## config.mk

```make
export PLATFORM = sky130hd
export DESIGN_NAME = picoramsoc_ram_arbiter_flat
export DESIGN_NICKNAME = d
export VERILOG_FILES = /design/src/rtl/picoramsoc_ram_arbiter_if.sv /design/src/rtl/picoramsoc_ram_arbiter.sv /design/src/flat_wrapper.sv
export SDC_FILE = /design/constraint.sdc
export NUM_CORES = 1
export LEC_CHECK = 0
export CAP_MARGIN = 15
export CORE_AREA = 2 2 118 120
export CTS_BUF_LIST = sky130_fd_sc_hd__clkbuf_2
export DETAILED_ROUTE_END_ITERATION = 6
export DIE_AREA = 0 0 120 122
export PLACE_DENSITY = 0.8
export RECOVER_POWER = 50
export SLEW_MARGIN = 20
export SYNTH_ARGS = -nofsm -noshare
export SYNTH_HDL_FRONTEND = slang
export SYNTH_SLANG_ARGS = --single-unit
```

## constraint.sdc

```tcl
create_clock -name clk -period 5.8 [get_ports clk]
set_clock_uncertainty 0.15 [all_clocks]
set_input_delay 1.16 -clock clk [delete_from_list [all_inputs] [get_ports clk]]
set_output_delay 1.16 -clock clk [all_outputs]
set_load 0.1 [all_outputs]
```

## src/rtl/picoramsoc_ram_arbiter_if.sv

```systemverilog
// Bus bundle between the two RAM masters, the arbiter and RAM data port 1.
// m0_* : CPU data bus (picorv32 valid/ready/wstrb protocol)
// m1_* : DMA/loader master, same protocol; m1_lock only with PICORAMSOC_ARB_LOCK_EN
// ram_*: word-addressed RAM port (4-bit byte wen, registered 1-cycle read)
// grant/busy: arbiter status
// modport slave  : arbiter side
// modport master : masters + RAM side (used by the environment)
interface picoramsoc_ram_arbiter_if;
  logic        m0_valid, m0_ready;
  logic [31:0] m0_addr, m0_wdata, m0_rdata;
  logic [3:0]  m0_wstrb;
  logic        m1_valid, m1_ready;
  logic [31:0] m1_addr, m1_wdata, m1_rdata;
  logic [3:0]  m1_wstrb;
`ifdef PICORAMSOC_ARB_LOCK_EN
  logic        m1_lock;
`endif
  logic [3:0]  ram_wen;
  logic [21:0] ram_addr;
  logic [31:0] ram_wdata, ram_rdata;
  logic [1:0]  grant;
  logic        busy;

`ifdef PICORAMSOC_ARB_LOCK_EN
  modport slave (
    input  m0_valid, m0_addr, m0_wstrb, m0_wdata,
    output m0_ready, m0_rdata,
    input  m1_valid, m1_addr, m1_wstrb, m1_wdata, m1_lock,
    output m1_ready, m1_rdata,
    output ram_wen, ram_addr, ram_wdata,
    input  ram_rdata,
    output grant, busy
  );
  modport master (
    output m0_valid, m0_addr, m0_wstrb, m0_wdata,
    input  m0_ready, m0_rdata,
    output m1_valid, m1_addr, m1_wstrb, m1_wdata, m1_lock,
    input  m1_ready, m1_rdata,
    input  ram_wen, ram_addr, ram_wdata,
    output ram_rdata,
    input  grant, busy
  );
`else
  modport slave (
    input  m0_valid, m0_addr, m0_wstrb, m0_wdata,
    output m0_ready, m0_rdata,
    input  m1_valid, m1_addr, m1_wstrb, m1_wdata,
    output m1_ready, m1_rdata,
    output ram_wen, ram_addr, ram_wdata,
    input  ram_rdata,
    output grant, busy
  );
  modport master (
    output m0_valid, m0_addr, m0_wstrb, m0_wdata,
    input  m0_ready, m0_rdata,
    output m1_valid, m1_addr, m1_wstrb, m1_wdata,
    input  m1_ready, m1_rdata,
    input  ram_wen, ram_addr, ram_wdata,
    output ram_rdata,
    input  grant, busy
  );
`endif
endinterface

```

## src/rtl/picoramsoc_ram_arbiter.sv

```systemverilog
// Two-master arbiter for RAM data port 1 (CPU = m0, DMA/loader = m1).
// Only requests with addr < 4*MEM_WORDS are claimed. Each transaction runs
// IDLE -> ACCESS -> RESP; ready pulses two cycles after the IDLE sample.
// Ports: clk, resetn (async, active low), bus (picoramsoc_ram_arbiter_if.slave).
// Parameters: MEM_WORDS (claim window), FIXED_PRIO (1 = m0 wins ties),
//             MAX_LOCK (locked m1 grant limit).
// Optional feature: define PICORAMSOC_ARB_LOCK_EN to add m1_lock, which lets
// m1 keep the RAM across transactions for up to MAX_LOCK grants while m0 waits.
module picoramsoc_ram_arbiter #(
  parameter int unsigned MEM_WORDS  = 4096,
  parameter bit          FIXED_PRIO = 1'b0,
  parameter int unsigned MAX_LOCK   = 8
) (
  input logic                      clk,
  input logic                      resetn,
  picoramsoc_ram_arbiter_if.slave  bus
);
  localparam logic [31:0] ADDR_LIM = 32'(4 * MEM_WORDS);

  typedef enum logic [1:0] {IDLE, ACCESS, RESP} state_t;

  state_t      state;
  logic [1:0]  grant_q;
  logic        last;      // 1 = m1 was served last
  logic        m0_rdy_q, m1_rdy_q, busy_q;
  logic [3:0]  wen_q;
  logic [21:0] addr_q;
  logic [31:0] wdata_q;

  logic req0, req1, win1;
  assign req0 = bus.m0_valid && (bus.m0_addr < ADDR_LIM);
  assign req1 = bus.m1_valid && (bus.m1_addr < ADDR_LIM);

`ifdef PICORAMSOC_ARB_LOCK_EN
  localparam int CNT_W = $clog2(MAX_LOCK + 1);
  logic [CNT_W-1:0] lock_cnt;
  logic             lock_hold;  // last m1 grant was taken with m1_lock set
`endif

  always_comb begin
    win1 = req1 && (!req0 || (!FIXED_PRIO && !last));
`ifdef PICORAMSOC_ARB_LOCK_EN
    // A locked m1 keeps winning until it has used MAX_LOCK grants with m0 waiting.
    if (req1 && lock_hold && bus.m1_lock)
      win1 = !(req0 && (lock_cnt >= CNT_W'(MAX_LOCK)));
`endif
  end

  always_ff @(posedge clk or negedge resetn) begin
    if (!resetn) begin
      state    <= IDLE;
      grant_q  <= 2'b00;
      last     <= 1'b1;
      m0_rdy_q <= 1'b0;
      m1_rdy_q <= 1'b0;
      busy_q   <= 1'b0;
      wen_q    <= 4'h0;
      addr_q   <= '0;
      wdata_q  <= '0;
    end else begin
      case (state)
        IDLE: if (req0 || req1) begin
          grant_q <= win1 ? 2'b10 : 2'b01;
          addr_q  <= win1 ? bus.m1_addr[23:2] : bus.m0_addr[23:2];
          wdata_q <= win1 ? bus.m1_wdata : bus.m0_wdata;
          wen_q   <= win1 ? bus.m1_wstrb : bus.m0_wstrb;
          busy_q  <= 1'b1;
          state   <= ACCESS;
        end
        ACCESS: begin
          // RAM captures the write on this edge; read data lands in RESP.
          wen_q    <= 4'h0;
          last     <= grant_q[1];
          m0_rdy_q <= grant_q[0];
          m1_rdy_q <= grant_q[1];
          state    <= RESP;
        end
        RESP: begin
          // No grant here: the served master's valid is still high this cycle.
          m0_rdy_q <= 1'b0;
          m1_rdy_q <= 1'b0;
          grant_q  <= 2'b00;
          busy_q   <= 1'b0;
          state    <= IDLE;
        end
        default: state <= IDLE;
      endcase
    end
  end

`ifdef PICORAMSOC_ARB_LOCK_EN
  always_ff @(posedge clk or negedge resetn) begin
    if (!resetn) begin
      lock_cnt  <= '0;
      lock_hold <= 1'b0;
    end else if (state == IDLE && (req0 || req1)) begin
      if (win1) begin
        lock_hold <= bus.m1_lock;
        if (!bus.m1_lock)
          lock_cnt <= '0;
        else if (lock_cnt < CNT_W'(MAX_LOCK))
          lock_cnt <= lock_cnt + 1'b1;
      end else begin
        lock_hold <= 1'b0;
        lock_cnt  <= '0;
      end
    end else if (!bus.m1_lock) begin
      lock_cnt <= '0;
    end
  end
`endif

  assign bus.grant     = grant_q;
  assign bus.busy      = busy_q;
  assign bus.ram_wen   = wen_q;
  assign bus.ram_addr  = addr_q;
  assign bus.ram_wdata = wdata_q;
  assign bus.m0_ready  = m0_rdy_q;
  assign bus.m1_ready  = m1_rdy_q;
  assign bus.m0_rdata  = m0_rdy_q ? bus.ram_rdata : 32'h0;
  assign bus.m1_rdata  = m1_rdy_q ? bus.ram_rdata : 32'h0;
endmodule
```

## src/flat_wrapper.sv

```systemverilog
// flat-port wrapper written by rule: the top's interface ports become plain ports
module picoramsoc_ram_arbiter_flat 
#(
  parameter int unsigned MEM_WORDS  = 4096,
  parameter bit          FIXED_PRIO = 1'b0,
  parameter int unsigned MAX_LOCK   = 8
)
  (clk, resetn, bus_m0_valid, bus_m0_addr, bus_m0_wstrb, bus_m0_wdata, bus_m0_ready, bus_m0_rdata, bus_m1_valid, bus_m1_addr, bus_m1_wstrb, bus_m1_wdata, bus_m1_ready, bus_m1_rdata, bus_ram_wen, bus_ram_addr, bus_ram_wdata, bus_ram_rdata, bus_grant, bus_busy);
  picoramsoc_ram_arbiter_if bus_i ();
  input logic clk;
  input logic resetn;
  input wire logic [$bits(bus_i.m0_valid)-1:0] bus_m0_valid;
  input wire logic [$bits(bus_i.m0_addr)-1:0] bus_m0_addr;
  input wire logic [$bits(bus_i.m0_wstrb)-1:0] bus_m0_wstrb;
  input wire logic [$bits(bus_i.m0_wdata)-1:0] bus_m0_wdata;
  output wire logic [$bits(bus_i.m0_ready)-1:0] bus_m0_ready;
  output wire logic [$bits(bus_i.m0_rdata)-1:0] bus_m0_rdata;
  input wire logic [$bits(bus_i.m1_valid)-1:0] bus_m1_valid;
  input wire logic [$bits(bus_i.m1_addr)-1:0] bus_m1_addr;
  input wire logic [$bits(bus_i.m1_wstrb)-1:0] bus_m1_wstrb;
  input wire logic [$bits(bus_i.m1_wdata)-1:0] bus_m1_wdata;
  output wire logic [$bits(bus_i.m1_ready)-1:0] bus_m1_ready;
  output wire logic [$bits(bus_i.m1_rdata)-1:0] bus_m1_rdata;
  output wire logic [$bits(bus_i.ram_wen)-1:0] bus_ram_wen;
  output wire logic [$bits(bus_i.ram_addr)-1:0] bus_ram_addr;
  output wire logic [$bits(bus_i.ram_wdata)-1:0] bus_ram_wdata;
  input wire logic [$bits(bus_i.ram_rdata)-1:0] bus_ram_rdata;
  output wire logic [$bits(bus_i.grant)-1:0] bus_grant;
  output wire logic [$bits(bus_i.busy)-1:0] bus_busy;
  assign bus_i.m0_valid = bus_m0_valid;
  assign bus_i.m0_addr = bus_m0_addr;
  assign bus_i.m0_wstrb = bus_m0_wstrb;
  assign bus_i.m0_wdata = bus_m0_wdata;
  assign bus_m0_ready = bus_i.m0_ready;
  assign bus_m0_rdata = bus_i.m0_rdata;
  assign bus_i.m1_valid = bus_m1_valid;
  assign bus_i.m1_addr = bus_m1_addr;
  assign bus_i.m1_wstrb = bus_m1_wstrb;
  assign bus_i.m1_wdata = bus_m1_wdata;
  assign bus_m1_ready = bus_i.m1_ready;
  assign bus_m1_rdata = bus_i.m1_rdata;
  assign bus_ram_wen = bus_i.ram_wen;
  assign bus_ram_addr = bus_i.ram_addr;
  assign bus_ram_wdata = bus_i.ram_wdata;
  assign bus_i.ram_rdata = bus_ram_rdata;
  assign bus_grant = bus_i.grant;
  assign bus_busy = bus_i.busy;
  picoramsoc_ram_arbiter #(.MEM_WORDS(MEM_WORDS), .FIXED_PRIO(FIXED_PRIO), .MAX_LOCK(MAX_LOCK)) u_core (.clk(clk), .resetn(resetn), .bus(bus_i));
endmodule
```

Run 1, supply network:
Scale: 3 px per um. Pins as bars on the die edge. Tap cells in grey.
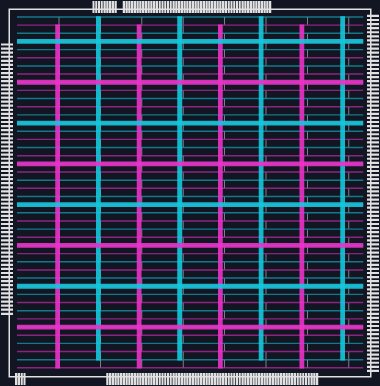
| net | colour |
|---|---|
| VSS | magenta |
| VDD | cyan |
met1 rails: 44
rows: 43
tap cells: 180
met5 straps: 8
met4 straps: 8
die span in x: 120 um
total core area: 13500 sq um
peak ir drop on the vdd network: 0.1138 mV
die y size: 122 um

Run 1, cell density map:
Scale: 3 px per um. The die is cut into 12 by 12 equal tiles; white is low, dark blue is high, 0 to 100% covered.
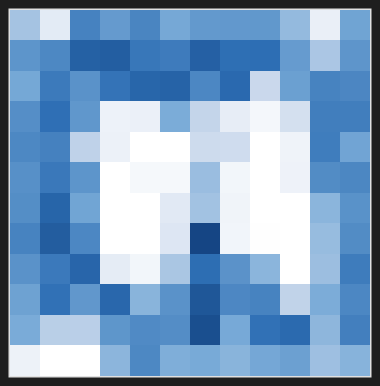
tiles over 75% full: 11%
fullest tile: 91%
emptiest ninth of the die: middle
nearly empty tiles: 11%
mean over tiles: 45%

==> impl_metrics.tcl, run 1 <==
# implementation run metrics
set metrics [dict create \
    post-cts-setup-buffer-count 0 \
    vias 3471 \
    worst_ep_required_time_ps 4490 \
    cts.sink_count 66 \
    critical_path_arrival_ps 2980 \
    post_synthesis_cell_type_count 34 \
    fp.dieArea_sq_um 14640 \
    hold_violation_count_in_the_final_report 0 \
    via_count_of_the_first_global_routing_pass 3667 \
    log.warning_count 33 \
    ys_seq_elements 66 \
    p_comb_share_pct 55.3 \
    tap_cells 180 \
    pin_count 299 \
    timing_worst_slew_pin_value_ps 3559 \
    grt_first_pass_wirelength_um 18610 \
    synth.yosys.num_cells 311 \
    num-fill-cells 1217 \
    postPlaceCellArea_sq_um 6754 \
    post-synth-top-area-fraction_pct 44.25 \
    edf_count 0 \
    final.setup.tns_ps 0 \
    placed_cells 769 \
    final-setup-viol-count 0 \
    clk_pin_slew_worst_paths_ps 190 \
    clock_buffers 9 \
    detail_route.first_pass.iterations 4 \
    seq_area_share_pct 24.18 \
    layout-area-overhead-vs-synth_pct 85.98 \
    synth_async_sr_flop_share_pct 100.0 \
    syn_nets 487 \
    crit_path_start_kind "input pin" \
    place_congestion 0.7619 \
    timing.max_cap.violations 2 \
    final_layout_top_logic_cell "clkdlybuf4s50_1" \
    p_clk_share_pct 13.5 \
    ctsHtreeMaxLevel 3 \
    slew_headroom_pct -137.3 \
    clkCellAreaFrac_pct 1.171 \
    multi_input_comb_area_sq_um 1888 \
    final_max_slew_viol_count 83 \
    power_per_cell_area_nw_per_um2 240.1 \
    seq_cells 66 \
    num_antenna_cells 0 \
    comb_share_pct 27.62 \
    post-route-cell-area_sq_um 6837 \
    holdPathEnd "u_core.bus.ram_addr[14]" \
    reg2reg_to "u_core.bus.ram_wdata[29]" \
    layout-drive-gt1-share_pct 11.75 \
    cts_tree "built" \
    failed_checks "max-capacitance violations, max-slew violations" \
    layout.comb_gates.multi_input 216 \
    post_cts_resize_count 0 \
    cp-end-kind "primary output" \
    timing.setup.critical_path_class "input pin to primary output" \
    drt_first_iter_violations 66 \
    power_frac_seq_pct 31.3 \
    net_switching_power_of_the_design_uw 826.6 \
    holdPathStages 1 \
    numCtsBuffers 9 \
    pin_count_of_the_biggest_net_entering_global_routing 67 \
    clk-insertion-delay-late_ps 480 \
    final_util_pct 50.63 \
    clockNetworkPower_uw 221 \
    synth_top_cell_by_area "dfrtp_1" \
    global_route.usage.total_pct 16.33 \
    synth.cell_area_sq_um 3676 \
    synth-warning-count 0 \
    comb_pwr_uw 907 \
    post_detailed_route_drc_marker_count 0 \
    non_clock_inverter_count 11 \
    status "finished with violations" \
    viasPerCell 4.427 \
    number_of_cells_traversed_by_the_worst_register_to_register_path 4 \
    layout_top_cells "clkdlybuf4s50_1, dfrtp_1, and2_1" \
    syn_area_per_cell_sq_um 11.82 \
    postRouteWirelength_um 12150 \
    critPathMaxFanout 2 \
]
Run 1, wiring by layer:
Scale: 4 px per um.
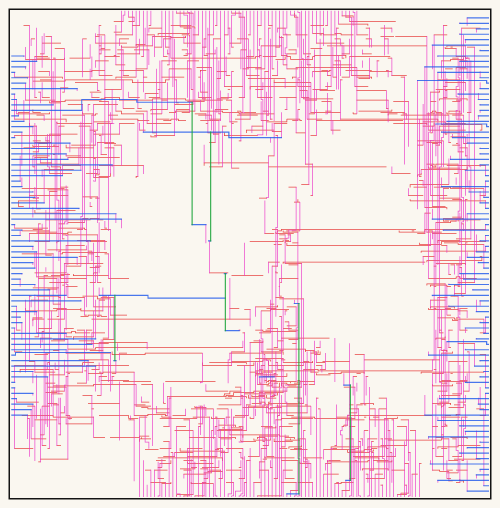
| layer | colour | wire length |
|---|---|---|
| metal 1 | red | 4110 um |
| metal 2 | magenta | 6670 um |
| metal 3 | blue | 1210 um |
| metal 4 | green | 160 um |

==> run 1: critical path: stages <==
cell and delay [ps]:
clkdlybuf4s50_1 470, and2_1 190, clkdlybuf4s50_1 1160
==> run 1: sequential cells by signal, summed over array words and instances, names as in the netlist <==
name                  cells
u_core.bus.ram_wdata     32
u_core.bus.ram_wen        4
u_core.state              2
u_core.bus.m0_ready       1
u_core.last               1
u_core.bus.ram_addr      22
u_core.bus.grant          2
u_core.bus.busy           1
u_core.bus.m1_ready       1
==> run 1: routing by layer <==
layer  track usage (%)  up-vias  share of wire, %  routed length, um
met5                 0        -                 0                  0
met4             4.559        0               1.3                159
met3             6.133       13                10               1211
met2             31.64      170                55               6671
met1             16.14     1631                34               4109
li1                  -     1657                 -                  -
==> run 1: logic make-up after synthesis <==
| family | count (synthesis) | share of synthesized area [%] |
|---|---|---|
| AOI/OAI and AO/OA | 17 | 3.438 |
| adders and majority gates | 4 | 1.362 |
| buffers and inverters | 29 | 3.914 |
| DFF | 66 | 44.96 |
| muxes | 95 | 29.37 |
| and+or+nand+nor | 100 | 16.95 |
==> run 1: metrics by stage <==
step                power [mW]  hold WS (ps)  setup WS, ps
floorplan                1.144         356.3          2484
global placement         1.417         319.7          1496
detailed placement       1.431         320.0          1488
CTS                      1.660         363.4          1488
global route             1.720         391.5          1028
finish                   1.641         358.4          1509
==> run 1: synthesized netlist by cell type (all sizes together), types with 3 or more instances <==
library cell  count
o32ai             4
dfrtp            65
ha                4
mux2             91
nor2              4
mux2i             4
nor4              5
nand2             4
and2             74
buf              10
inv              11
clkbuf            8
nand3b            3
o21ai             3
==> inputs of run 2 (changes only) <==
==> constraint.sdc (replaced) <==
create_clock -name clk -period 4.3 [get_ports clk]
set_clock_uncertainty 0.15 [all_clocks]
set_input_delay 0.86 -clock clk [delete_from_list [all_inputs] [get_ports clk]]
set_output_delay 0.86 -clock clk [all_outputs]
set_load 0.1 [all_outputs]
==> impl_metrics.tcl, run 2 <==
# implementation run metrics
set metrics [dict create \
    status "complete, no violations" \
    timing.max_cap.violations 0 \
    floorplanUtilization_pct 27.22 \
    cts_tree "built" \
    hpwlAfterDp_um 10040 \
    cells_along_the_critical_path "clkdlybuf4s50_1 > and2_1 > clkbuf_1" \
    layout_top_cells "clkdlybuf4s50_1, and2_1, dfrtp_1" \
    post_synthesis_cell_type_count 34 \
    multi_input_comb_area_sq_um 1878 \
    layout-drive-gt1-share_pct 17.90 \
    fp.coreArea_sq_um 13500 \
    final_layout_top_logic_cell "clkdlybuf4s50_1" \
    viasPerCell 4.445 \
    final-setup-viol-count 0 \
    fin_crit_ps 3367 \
    detail_route.first_pass.iterations 4 \
    die_height_um 122 \
    ctsHtreeMaxLevel 3 \
    nets 780 \
    ys_chip_area_sq_um 3676 \
    post-place-ws_ps 666.6 \
    ant_nets 0 \
    synth.yosys.num_cells 311 \
    slew_headroom_pct 8.157 \
    largest_reg_flops 32 \
    clk-insertion-delay-late_ps 490 \
    port_buffers 294 \
    pin_count_of_the_biggest_net_entering_global_routing 42 \
    timing.fmax_mhz 297.0 \
    num_antenna_cells 0 \
    final.setup.worst_slack_ps 933.3 \
    num-fill-cells 1285 \
    synth_top_cell_by_area "dfrtp_1" \
    hold_violation_count_in_the_final_report 0 \
    final.setup.tns_ps 0 \
    max-clock-path-buffers 2 \
    layout-area-overhead-vs-synth_pct 80.26 \
    power_leakage_nw 2.920 \
    syn_inst 311 \
    grt_first_pass_wirelength_um 18850 \
    report.power.total_mw 2.208 \
    numCtsBuffers 9 \
    post-synth-top-area-fraction_pct 44.25 \
    cts.sink_count 66 \
    synth_async_sr_flop_share_pct 100.0 \
    power_per_cell_area_nw_per_um2 333.1 \
    pin_count 299 \
    ys_seq_elements 66 \
    edf_count 0 \
    power.ir.vdd_worst_mv 0.1721 \
    syn_area_per_cell_sq_um 11.82 \
    place_congestion 0.7730 \
    synth.cells.most_frequent "and2_1, dfrtp_1, mux2_2" \
    synth-warning-count 0 \
    synth_sequential_area_ratio_pct 44.96 \
    clk_pin_slew_worst_paths_ps 200 \
    core.rowCount 43 \
    netlist.top_cell.by_instances "and2_1" \
    crit_path_start_kind "input pin" \
    post_detailed_route_drc_marker_count 0 \
    cts-root-buf "clkbuf_2" \
    worst_ep_required_time_ps 3290 \
    drt_first_iter_violations 74 \
    post-cts-setup-buffer-count 0 \
    via_count_of_the_first_global_routing_pass 3686 \
    critPathMaxFanout 2 \
    log.warning_count 33 \
    placed_cells 773 \
    timing.setup.critical_path_class "input pin to primary output" \
    critPathMaxStageDelay_ps 860 \
    grt.overflow.total 0 \
    postCtsHoldBufs 0 \
    final_max_slew_viol_count 0 \
    final_util_pct 49.07 \
    critical_path_arrival_ps 2360 \
    post-route-cell-area_sq_um 6626 \
    syn_nets 487 \
    grt_antenna_before_repair 0 \
    post_cts_resize_count 0 \
    whs_ps 363.4 \
    die-width_um 120 \
    worst_path_max_delay_cell "clkbuf_1" \
    synth.cell_area_sq_um 3676 \
    cp-end-kind "primary output" \
    timing_worst_slew_pin_value_ps 1378 \
    postPlaceCellArea_sq_um 6636 \
    fp.dieArea_sq_um 14640 \
    area.sequential_sq_um 1653 \
]
run 2: cell counts after synthesis:
No cell type changed its count.
run 2: where the power goes:
| group | switching, mW | internal, mW | leakage (nW) |
|---|---|---|---|
| Combinational | 0.874 | 0.306 | 1.94 |
| Clock | 0.234 | 0.132 | 0.0632 |
| Sequential | 0.0177 | 0.644 | 0.916 |
| Total | 1.13 | 1.08 | 2.92 |
run 2: final timing paths:
kind                                            to                     from  slack (ps)  depth (start not counted)
max                               bus_m1_rdata[24]        bus_ram_rdata[24]         930                          3
min reg2reg                u_core.bus.ram_addr[14]  u_core.bus.ram_addr[14]         360                          1
max reg2reg                u_core.bus.ram_wdata[9]              u_core.last        2110                          4
min in group asynchronous   u_core.bus.ram_addr[0]                   resetn         490                          1
max in group asynchronous  u_core.bus.ram_addr[17]                   resetn        1770                          2
min                        u_core.bus.ram_addr[14]  u_core.bus.ram_addr[14]         360                          1
run 2: area by class of cell:
class,count,area share [%]
Multi-Input combinational cell,216,28.34
Tap cell,180,3.399
Inverter,11,0.6231
Clock inverter,7,1.057
Sequential cell,66,24.94
Clock buffer,9,0.6798
Timing Repair Buffer,300,40.96
run 2: cell families after synthesis:
group                    synth area share, %
AND-OR/OR-AND                          3.438
buffers and inverters                  3.914
adder cells (fa/ha/maj)                1.362
flip-flops                             44.96
multiplexers                           29.37
AND/OR/NAND/NOR                        16.95
run 2: routing by layer:
| layer | share of wire, % | wire (um) | global-route usage [%] |
|---|---|---|---|
| met2 | 53 | 6571 | 31.11 |
| met5 | 0 | 0 | 0 |
| met3 | 10 | 1273 | 6.133 |
| met1 | 35 | 4277 | 16.34 |
| met4 | 2.0 | 244 | 5.809 |
run 2: worst max-delay path, delay by kind of cell:
| kind | cells | cell delay, ps |
|---|---|---|
| simple gates | 1 | 130 |
| buf+inv | 2 | 1360 |
Run 2, signal wires on met4:
Scale: 4 px per um. Supply wires on this layer in grey.
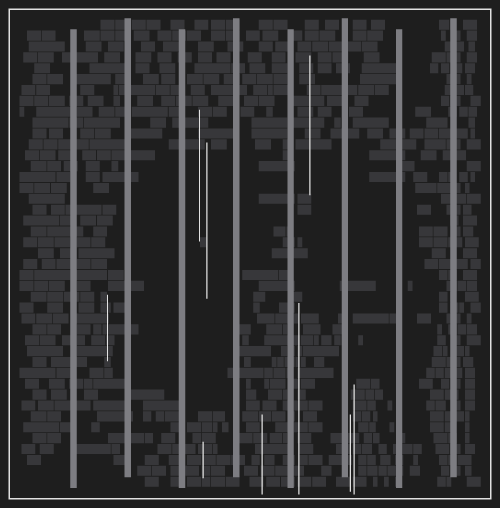
longest straight run: 47.6 um
nets with wire on the layer: 8

Run 2, wiring by layer:
Scale: 4 px per um.
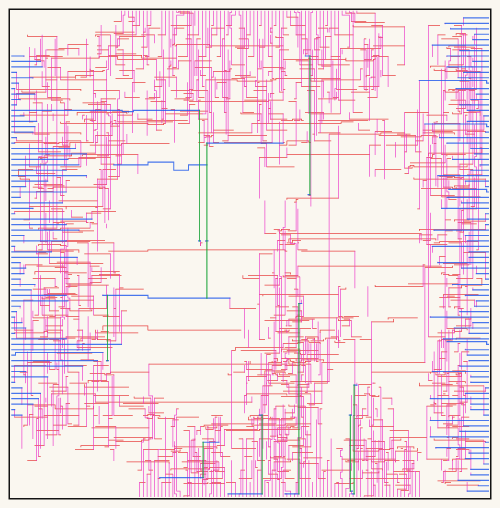
| layer | colour | wire length |
|---|---|---|
| metal 4 | green | 245 um |
| metal 1 | red | 4280 um |
| metal 3 | blue | 1270 um |
| metal 2 | magenta | 6570 um |
total number of vias: 3507
final routed wirelength across all metal layers: 12370 um
drt wl/cell: 15.67 um
overall track demand over capacity in global routing: 16.42%

==> inputs of run 3 (changes only) <==
==> constraint.sdc (replaced) <==
create_clock -name clk -period 3.5 [get_ports clk]
set_clock_uncertainty 0.15 [all_clocks]
set_input_delay 0.7 -clock clk [delete_from_list [all_inputs] [get_ports clk]]
set_output_delay 0.7 -clock clk [all_outputs]
set_load 0.1 [all_outputs]
==> impl_metrics.tcl, run 3 <==
# implementation run metrics
set metrics [dict create \
    edf_count 0 \
    netlist.top_cell.by_instances "and2_1" \
    cts_tree "built" \
    grt_antenna_before_repair 0 \
    crit_family "flip-flops" \
    largest_reg_flops 32 \
    ys_sh_adder_pct 1.361 \
    synth-warning-count 0 \
    drt_first_iter_violations 62 \
    final-setup-viol-count 0 \
    groute.layer.met3.usage_pct 6.039 \
    floorplanUtilization_pct 27.22 \
    num-fill-cells 1295 \
    synth.cell_area_sq_um 3676 \
    drt_wl_cell_um 15.00 \
    layout_top_cells "clkdlybuf4s50_1, and2_1, buf_4" \
    post-synth-top-area-fraction_pct 44.25 \
    p_comb_share_pct 51.5 \
    critical_path_arrival_ps 2020 \
    timing.max_cap.violations 1 \
    ys_seq_elements 66 \
    syn_area_per_cell_sq_um 11.82 \
    pin_count_of_the_biggest_net_entering_global_routing 67 \
    timing.fmax_mhz 347.9 \
    num_antenna_cells 0 \
    final_max_slew_viol_count 67 \
    status "finished with violations" \
    fp.dieArea_sq_um 14640 \
    power_frac_seq_pct 29.9 \
    post_cts_resize_count 0 \
    place_congestion 0.7633 \
    grt_use_met1_pct 15.95 \
    worst_path_max_delay_cell "dfrtp_1" \
    internal-power_mw 1.462 \
    final.setup.tns_ps 0 \
    grt_most_used_layer "met2" \
    synthAoiAreaFrac_pct 3.438 \
    synth.yosys.num_cells 311 \
    ant_nets 0 \
    syn_nets 487 \
    core.rowCount 43 \
    global_route.usage.total_pct 15.55 \
    die_height_um 122 \
    ctsHtreeMaxLevel 3 \
    layout-area-overhead-vs-synth_pct 73.89 \
    synth_top_cell_by_area "dfrtp_1" \
    failed_checks "max-capacitance violations, max-slew violations" \
    dominant_power_group "combinational cells" \
]
==> run 3: cell counts after synthesis <==
Identical to the previous run, type by type.
==> run 3: logic make-up (layout without fill, tap and decap cells) <==
logic type               count (synthesis)  after routing
buffers and inverters                   29            325
AND-OR/OR-AND                           17             17
adder cells (fa/ha/maj)                  4              4
AND/OR/NAND/NOR                        100            100
multiplexers                            95             95
flip-flops                              66             66
==> run 3: metrics by stage <==
stage	power, mW	hold slack [ps]
finish	2.847	356.7
floorplan	1.895	254.4
global placement	2.316	321.8
CTS	2.882	368.6
global route	2.976	384.4
detailed placement	2.335	323.0
==> run 3: final timing paths <==
| kind | from | end | slack, ps | depth (start not counted) |
|---|---|---|---|---|
| setup / recovery | u_core.bus.m1_ready | bus_m1_rdata[15] | 630 | 2 |
| hold / removal | u_core.bus.ram_addr[16] | u_core.bus.ram_addr[16] | 360 | 1 |
| setup reg to reg | u_core.state[1] | u_core.state[1] | 1510 | 5 |
| hold reg to reg | u_core.bus.ram_addr[16] | u_core.bus.ram_addr[16] | 360 | 1 |
| max in group asynchronous | resetn | u_core.bus.ram_addr[19] | 1120 | 3 |
| min in group asynchronous | resetn | u_core.bus.ram_addr[2] | 1060 | 3 |
==> run 3: final cells by class <==
cell class | count | share of cell area [%]
clock buffer | 9 | 0.7046
timing repair buffer | 298 | 38.38
sequential | 66 | 25.86
inverter | 11 | 0.6459
clock inverter | 7 | 1.448
multi-input combinational | 216 | 29.44
tap | 180 | 3.523
==> run 3: what timing repair did <==
action / CTS / global route
endpoints found under the hold margin: 2 / 0
buffers inserted: 0 / 0
hold buffers: 1 / 0
==> run 3: routing by layer <==
metal,wire length (um),up-vias
met4,207,0
met2,6235,173
met5,0,-
met3,1198,16
li1,-,1660
met1,4161,1630
Run 3, wiring by layer:
Scale: 4 px per um.
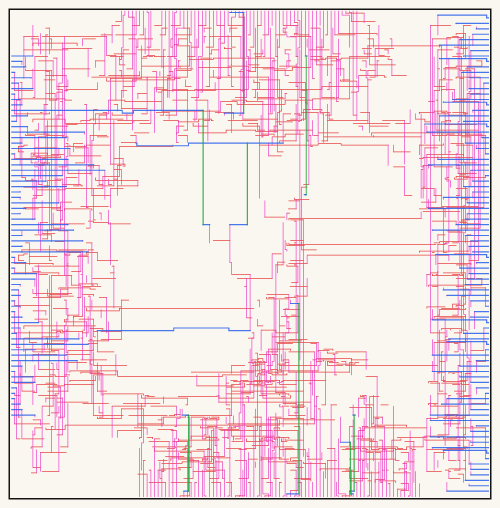
| layer | colour | wire length |
|---|---|---|
| metal 3 | blue | 1200 um |
| metal 4 | green | 207 um |
| metal 2 | magenta | 6240 um |
| metal 1 | red | 4160 um |

Run 3, clock nets:
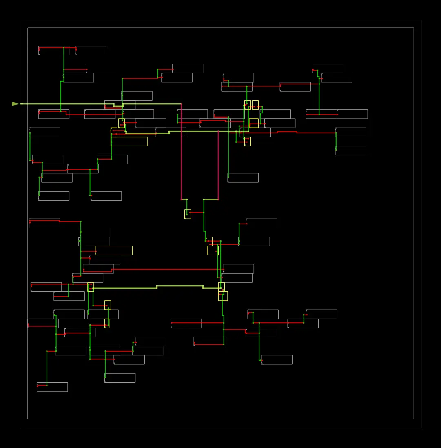
Clock Buffer Count: 9
Clock Latency Late Sink: 480 ps
number of sequential cells in the layout: 66
clock distribution power: 529 uW
clock tree sinks: 66

No activity file was given, so power comes from the tool's default toggle rates.
